==> images/met1.png <==
The bar under the picture is 20 µm long. Supply wires on this layer in grey.
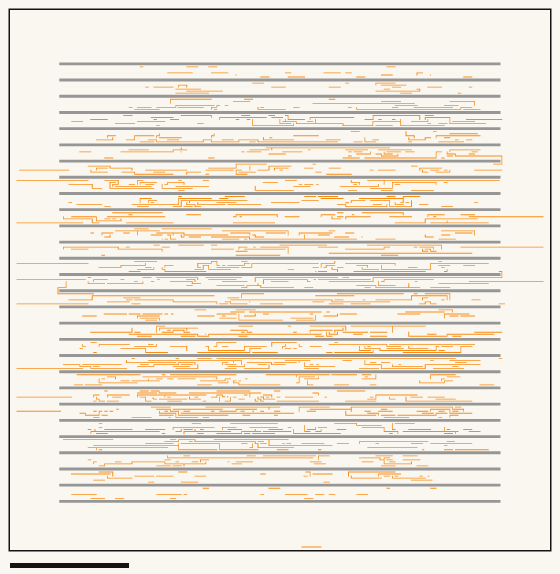
==> images/met2.png <==
The bar under the picture is 20 µm long.
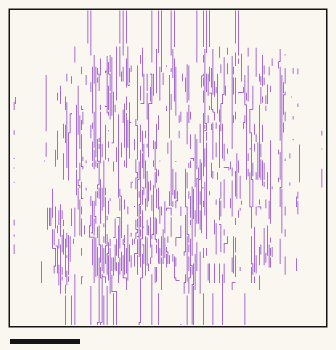
==> config.mk <==
export PLATFORM = sky130hd
export DESIGN_NAME = instr_fetch
export DESIGN_NICKNAME = d
export VERILOG_FILES = /design/src/rtl/cpu_pkg.sv /design/src/rtl/fetch_fifo.sv /design/src/rtl/instr_fetch.sv
export SDC_FILE = /design/constraint.sdc
export NUM_CORES = 1
export LEC_CHECK = 0
export CORE_MARGIN = 8
export CORE_UTILIZATION = 54
export DETAILED_ROUTE_END_ITERATION = 16
export GPL_ROUTABILITY_DRIVEN = 0
export GPL_TIMING_DRIVEN = 0
export HOLD_SLACK_MARGIN = 0.12
export PLACE_DENSITY_LB_ADDON = 0.1
export SLEW_MARGIN = 10
export SYNTH_ARGS = -nofsm -noshare
export SYNTH_HDL_FRONTEND = slang
export SYNTH_SLANG_ARGS = --single-unit
==> constraint.sdc <==
create_clock -name clk -period 5.9 [get_ports clk]
set_input_delay 1.77 -clock clk [delete_from_list [all_inputs] [get_ports clk]]
set_output_delay 1.77 -clock clk [all_outputs]
set_load 0.005 [all_outputs]
==> src/rtl/cpu_pkg.sv <==
`default_nettype none
// ============================================================================
// Module      : cpu_pkg
// Description : Shared defaults for the fetch path: address/data widths,
//               reset PC, buffer depth and the {pc, data} packing of an
//               instruction buffer entry.
// Revision    : 1.0 - initial release
// ============================================================================
package cpu_pkg;

  localparam int unsigned C_ADDR_W     = 8;
  localparam int unsigned C_DATA_W     = 16;
  localparam int unsigned C_FIFO_DEPTH = 2;
  localparam logic [C_ADDR_W-1:0] C_RESET_PC = 8'h00;

  // Buffer entry layout: PC in the upper bits, instruction word in the lower.
  localparam int unsigned C_ENTRY_W = C_ADDR_W + C_DATA_W;

  typedef struct packed {
    logic [C_ADDR_W-1:0] pc;
    logic [C_DATA_W-1:0] data;
  } fetch_entry_t;

endpackage
`default_nettype wire

==> src/rtl/fetch_fifo.sv <==
`default_nettype none
// ============================================================================
// Module      : fetch_fifo
// Description : Small circular instruction buffer. Power-of-two depth so the
//               pointers wrap naturally. Flush empties the buffer and takes
//               precedence over push/pop in the same cycle.
// Ports       : clk, rst      - clock, synchronous active-high reset
//               push/push_data- write an entry (ignored when full)
//               pop           - consume the head entry (ignored when empty)
//               flush         - discard all entries
//               full, empty   - occupancy flags
//               count         - number of stored entries
//               head          - entry at the read pointer
// Revision    : 1.0 - initial release
// ============================================================================
module fetch_fifo #(
  parameter int unsigned DEPTH = 2,
  parameter int unsigned WIDTH = 24
) (
  input  logic                     clk,
  input  logic                     rst,
  input  logic                     push,
  input  logic [WIDTH-1:0]         push_data,
  input  logic                     pop,
  input  logic                     flush,
  output logic                     full,
  output logic                     empty,
  output logic [$clog2(DEPTH):0]   count,
  output logic [WIDTH-1:0]         head
);

  localparam int unsigned PTR_W = $clog2(DEPTH);
  localparam logic [PTR_W:0] C_DEPTH = (PTR_W+1)'(DEPTH);

  logic [WIDTH-1:0] mem_q [DEPTH];
  logic [WIDTH-1:0] mem_d [DEPTH];
  logic [PTR_W-1:0] wr_ptr_q, wr_ptr_d;
  logic [PTR_W-1:0] rd_ptr_q, rd_ptr_d;
  logic [PTR_W:0]   count_q, count_d;
  logic             do_push, do_pop;

  assign full    = (count_q == C_DEPTH);
  assign empty   = (count_q == '0);
  assign count   = count_q;
  assign head    = mem_q[rd_ptr_q];
  assign do_push = push & ~full;
  assign do_pop  = pop & ~empty;

  always_comb begin
    mem_d    = mem_q;
    wr_ptr_d = wr_ptr_q;
    rd_ptr_d = rd_ptr_q;
    count_d  = count_q;
    if (flush) begin
      // A pop in the flush cycle has already been taken by the consumer;
      // resetting the pointers covers both.
      wr_ptr_d = '0;
      rd_ptr_d = '0;
      count_d  = '0;
    end else begin
      if (do_push) begin
        mem_d[wr_ptr_q] = push_data;
        wr_ptr_d        = wr_ptr_q + 1'b1;
      end
      if (do_pop) begin
        rd_ptr_d = rd_ptr_q + 1'b1;
      end
      if (do_push && !do_pop) begin
        count_d = count_q + 1'b1;
      end else if (!do_push && do_pop) begin
        count_d = count_q - 1'b1;
      end
    end
  end

  always_ff @(posedge clk) begin
    if (rst) begin
      mem_q    <= '{default: '0};
      wr_ptr_q <= '0;
      rd_ptr_q <= '0;
      count_q  <= '0;
    end else begin
      mem_q    <= mem_d;
      wr_ptr_q <= wr_ptr_d;
      rd_ptr_q <= rd_ptr_d;
      count_q  <= count_d;
    end
  end

endmodule
`default_nettype wire

==> src/rtl/instr_fetch.sv <==
`default_nettype none
// ============================================================================
// Module      : instr_fetch
// Description : Instruction fetch stage in front of a 1-cycle-latency program
//               SRAM. Issues reads only when the buffer has room for the
//               returning word (credit = buffered + in-flight), pairs each
//               returned word with its PC and presents it to decode over a
//               valid/ready handshake. Supports redirect and fetch enable.
// Ports       : clk, rst                  - clock, sync active-high reset
//               fetch_en                  - permit new SRAM reads
//               redirect_valid/_pc        - taken branch, new fetch address
//               mem_cs_n/rd/wd/addr       - SRAM control and address
//               mem_dout/mem_valid        - SRAM read data and its valid
//               inst_valid/ready/data/pc  - decode handshake
// Revision    : 1.0 - initial release
// ============================================================================
module instr_fetch
  import cpu_pkg::*;
#(
  parameter int unsigned        ADDR_W     = C_ADDR_W,
  parameter int unsigned        DATA_W     = C_DATA_W,
  parameter int unsigned        FIFO_DEPTH = C_FIFO_DEPTH,
  parameter logic [ADDR_W-1:0]  RESET_PC   = C_RESET_PC
) (
  input  logic              clk,
  input  logic              rst,
  input  logic              fetch_en,
  input  logic              redirect_valid,
  input  logic [ADDR_W-1:0] redirect_pc,
  output logic              mem_cs_n,
  output logic              mem_rd,
  output logic              mem_wd,
  output logic [ADDR_W-1:0] mem_addr,
  input  logic [DATA_W-1:0] mem_dout,
  input  logic              mem_valid,
  output logic              inst_valid,
  input  logic              inst_ready,
  output logic [DATA_W-1:0] inst_data,
  output logic [ADDR_W-1:0] inst_pc
);

  localparam int unsigned ENTRY_W = ADDR_W + DATA_W;
  localparam int unsigned CNT_W   = $clog2(FIFO_DEPTH) + 1;
  localparam logic [CNT_W:0] C_DEPTH = (CNT_W+1)'(FIFO_DEPTH);

  logic [ADDR_W-1:0]  pc_q, pc_d;
  logic               inflight_q, inflight_d;
  logic [ADDR_W-1:0]  inflight_pc_q, inflight_pc_d;

  logic               fifo_push, fifo_pop, fifo_full, fifo_empty;
  logic [CNT_W-1:0]   fifo_count;
  logic [ENTRY_W-1:0] fifo_head;
  logic [CNT_W:0]     occupancy;
  logic               space;
  logic               issue;

  // Every issued read owns a buffer slot from issue until it is popped,
  // so the buffer can never overflow even though data lags by a cycle.
  assign occupancy = {1'b0, fifo_count} + (CNT_W+1)'(inflight_q);
  assign fifo_pop  = inst_valid & inst_ready;
  assign space     = (occupancy < C_DEPTH) || ((occupancy == C_DEPTH) && fifo_pop);
  assign issue     = ~rst & fetch_en & ~redirect_valid & space;

  assign mem_rd    = issue;
  assign mem_cs_n  = ~issue;
  assign mem_wd    = 1'b0;
  assign mem_addr  = pc_q;

  // A response landing in a redirect cycle belongs to the old path.
  assign fifo_push = mem_valid & inflight_q & ~redirect_valid;

  assign inst_valid = ~fifo_empty;
  assign inst_pc    = fifo_head[ENTRY_W-1 -: ADDR_W];
  assign inst_data  = fifo_head[DATA_W-1:0];

  always_comb begin
    pc_d          = pc_q;
    inflight_d    = issue;
    inflight_pc_d = inflight_pc_q;
    if (redirect_valid) begin
      pc_d = redirect_pc;
    end else if (issue) begin
      pc_d          = pc_q + 1'b1;
      inflight_pc_d = pc_q;
    end
  end

  always_ff @(posedge clk) begin
    if (rst) begin
      pc_q          <= RESET_PC;
      inflight_q    <= 1'b0;
      inflight_pc_q <= '0;
    end else begin
      pc_q          <= pc_d;
      inflight_q    <= inflight_d;
      inflight_pc_q <= inflight_pc_d;
    end
  end

  fetch_fifo #(
    .DEPTH (FIFO_DEPTH),
    .WIDTH (ENTRY_W)
  ) u_fetch_fifo (
    .clk       (clk),
    .rst       (rst),
    .push      (fifo_push),
    .push_data ({inflight_pc_q, mem_dout}),
    .pop       (fifo_pop),
    .flush     (redirect_valid),
    .full      (fifo_full),
    .empty     (fifo_empty),
    .count     (fifo_count),
    .head      (fifo_head)
  );

`ifndef SYNTHESIS
  always_ff @(posedge clk) begin
    if (!rst) begin
      assert (!(fifo_push && fifo_full))
        else $error("instr_fetch: buffer push while full");
    end
  end
`endif

endmodule
`default_nettype wire
==> results.py <==
# Synthesis and PnR figures
metrics = {
    "run_status": {
        "status": "finished clean",
    },
    "cells_and_area": {
        "nNetsFinal": 449,
        "largest_cell_class": "logic gates",
        "finalInstanceArea_mm2": 0.00391,
        "logic_area_mm2": 0.00152,
        "comb_area_share_pct": 39.0,
        "final_util_pct": 71.8,
        "seq_area_mm2": 0.00138,
        "inverters": 8,
        "largest_register": "u_fetch_fifo.mem_q",
        "drive_above_1_share_pct": 10.5,
        "flops": 69,
        "finalNonFillerCells": 490,
        "lay_top_count": "dfxtp_1",
        "comb_cells": 240,
    },
    "critical_path": {
        "endpoint": "mem_rd",
        "endpoint_kind": "output pin",
        "r2r-end": "mem_addr[7]",
        "cp_common_cell": "clkdlybuf4s50_1",
        "r2r_cells": 7,
        "critPathRequiredTime_ns": 4.13,
        "r2r_start": "u_fetch_fifo.count[0]",
        "path_buffers": 4,
        "crit_cells": 7,
        "cp-start-kind": "primary input",
    },
    "yosys": {
        "top_cell_area_share_pct": 45.9,
        "async_flop_share_pct": 0,
        "syn_area_mm2": 0.00301,
        "yosys.cell_types.count": 38,
        "ys_sh_simple_pct": 17.3,
        "ys_top_cells_by_count": "dfxtp_1 (69), nand2_1 (59), a21oi_1 (33), nor2_1 (33)",
        "ys_seq_share_pct": 45.9,
        "enable_flop_cells": 0,
        "largest_area_cell": "dfxtp_1",
        "topCellsByArea": "dfxtp_1 (46%), mux2_2 (9.0%), mux2i_1 (8.0%)",
        "ys_area_mm2": 0.00301,
        "mux_area_share_pct": 17.0,
    },
    "cts": {
        "cts_buffer_depth": 2,
        "ctsHoldBuffers": 0,
        "root_buffer": "clkbuf_8",
        "clkLatencyLatePin_ns": 0.34,
        "cts.repair.resized": 1,
        "cts_buffers": 9,
        "postCtsSetupRepairBufs": 0,
    },
    "routing": {
        "detail-route-antenna-nets": 0,
        "drc": 0,
        "drtPass1Iterations": 4,
        "drtIter0Drc": 96,
        "vias_per_cell": 5.37,
    },
    "power": {
        "clock_power_share_pct": 36.5,
        "pg_clk_uw": 322,
        "pg_seq_uw": 482,
        "pg_comb_uw": 77.9,
        "totalPowerFinal_uw": 882,
        "p_leak_nw": 1.38,
        "p_int_uw": 676,
        "peakVddDrop_mv": 0.221,
        "powerDensity_mw_per_mm2": 226,
    },
    "global_routing": {
        "grtUsageTotal_pct": 18.0,
        "grt_pass1_vias": 2585,
        "grt_use_met1_pct": 20.9,
        "antenna_found_initial": 0,
    },
    "floorplanning": {
        "design.core.area_mm2": 0.00544,
        "core.rowCount": 27,
        "dieWidth_um": 90.6,
        "fp.dieH_um": 90.6,
        "die_area_mm2": 0.00821,
    },
    "job": {
        "cap_violations": 0,
        "warnings": 27,
    },
    "final_timing": {
        "fin_crit_ns": 5.70,
        "setup_viol": 0,
        "setup_tns_ns": 0,
        "fmax_mhz": 175,
        "hold_ws_ns": 0.456,
        "setup_slack_ns": 0.202,
        "tightest_slew_ns": 0.776,
        "slew_viol_final": 0,
    },
    "worst_hold_path": {
        "min_to": "u_fetch_fifo.mem_q[0]",
        "hold_depth": 2,
    },
    "place": {
        "placedCellCount": 475,
        "pre_cts_slack_ns": -0.134,
        "place_area_mm2": 0.00373,
        "hpwl_um": 5250,
    },
}
About met1.png:
nets with wire on the layer	412
share of all routed wire	45%
longest straight run	40.0 µm
main direction	horizontal

About met2.png:
share of all routed wire	48%
longest straight run	32.1 µm
main direction	vertical
wire length on this layer	3540 µm

Power and IR drop assume default switching activity.
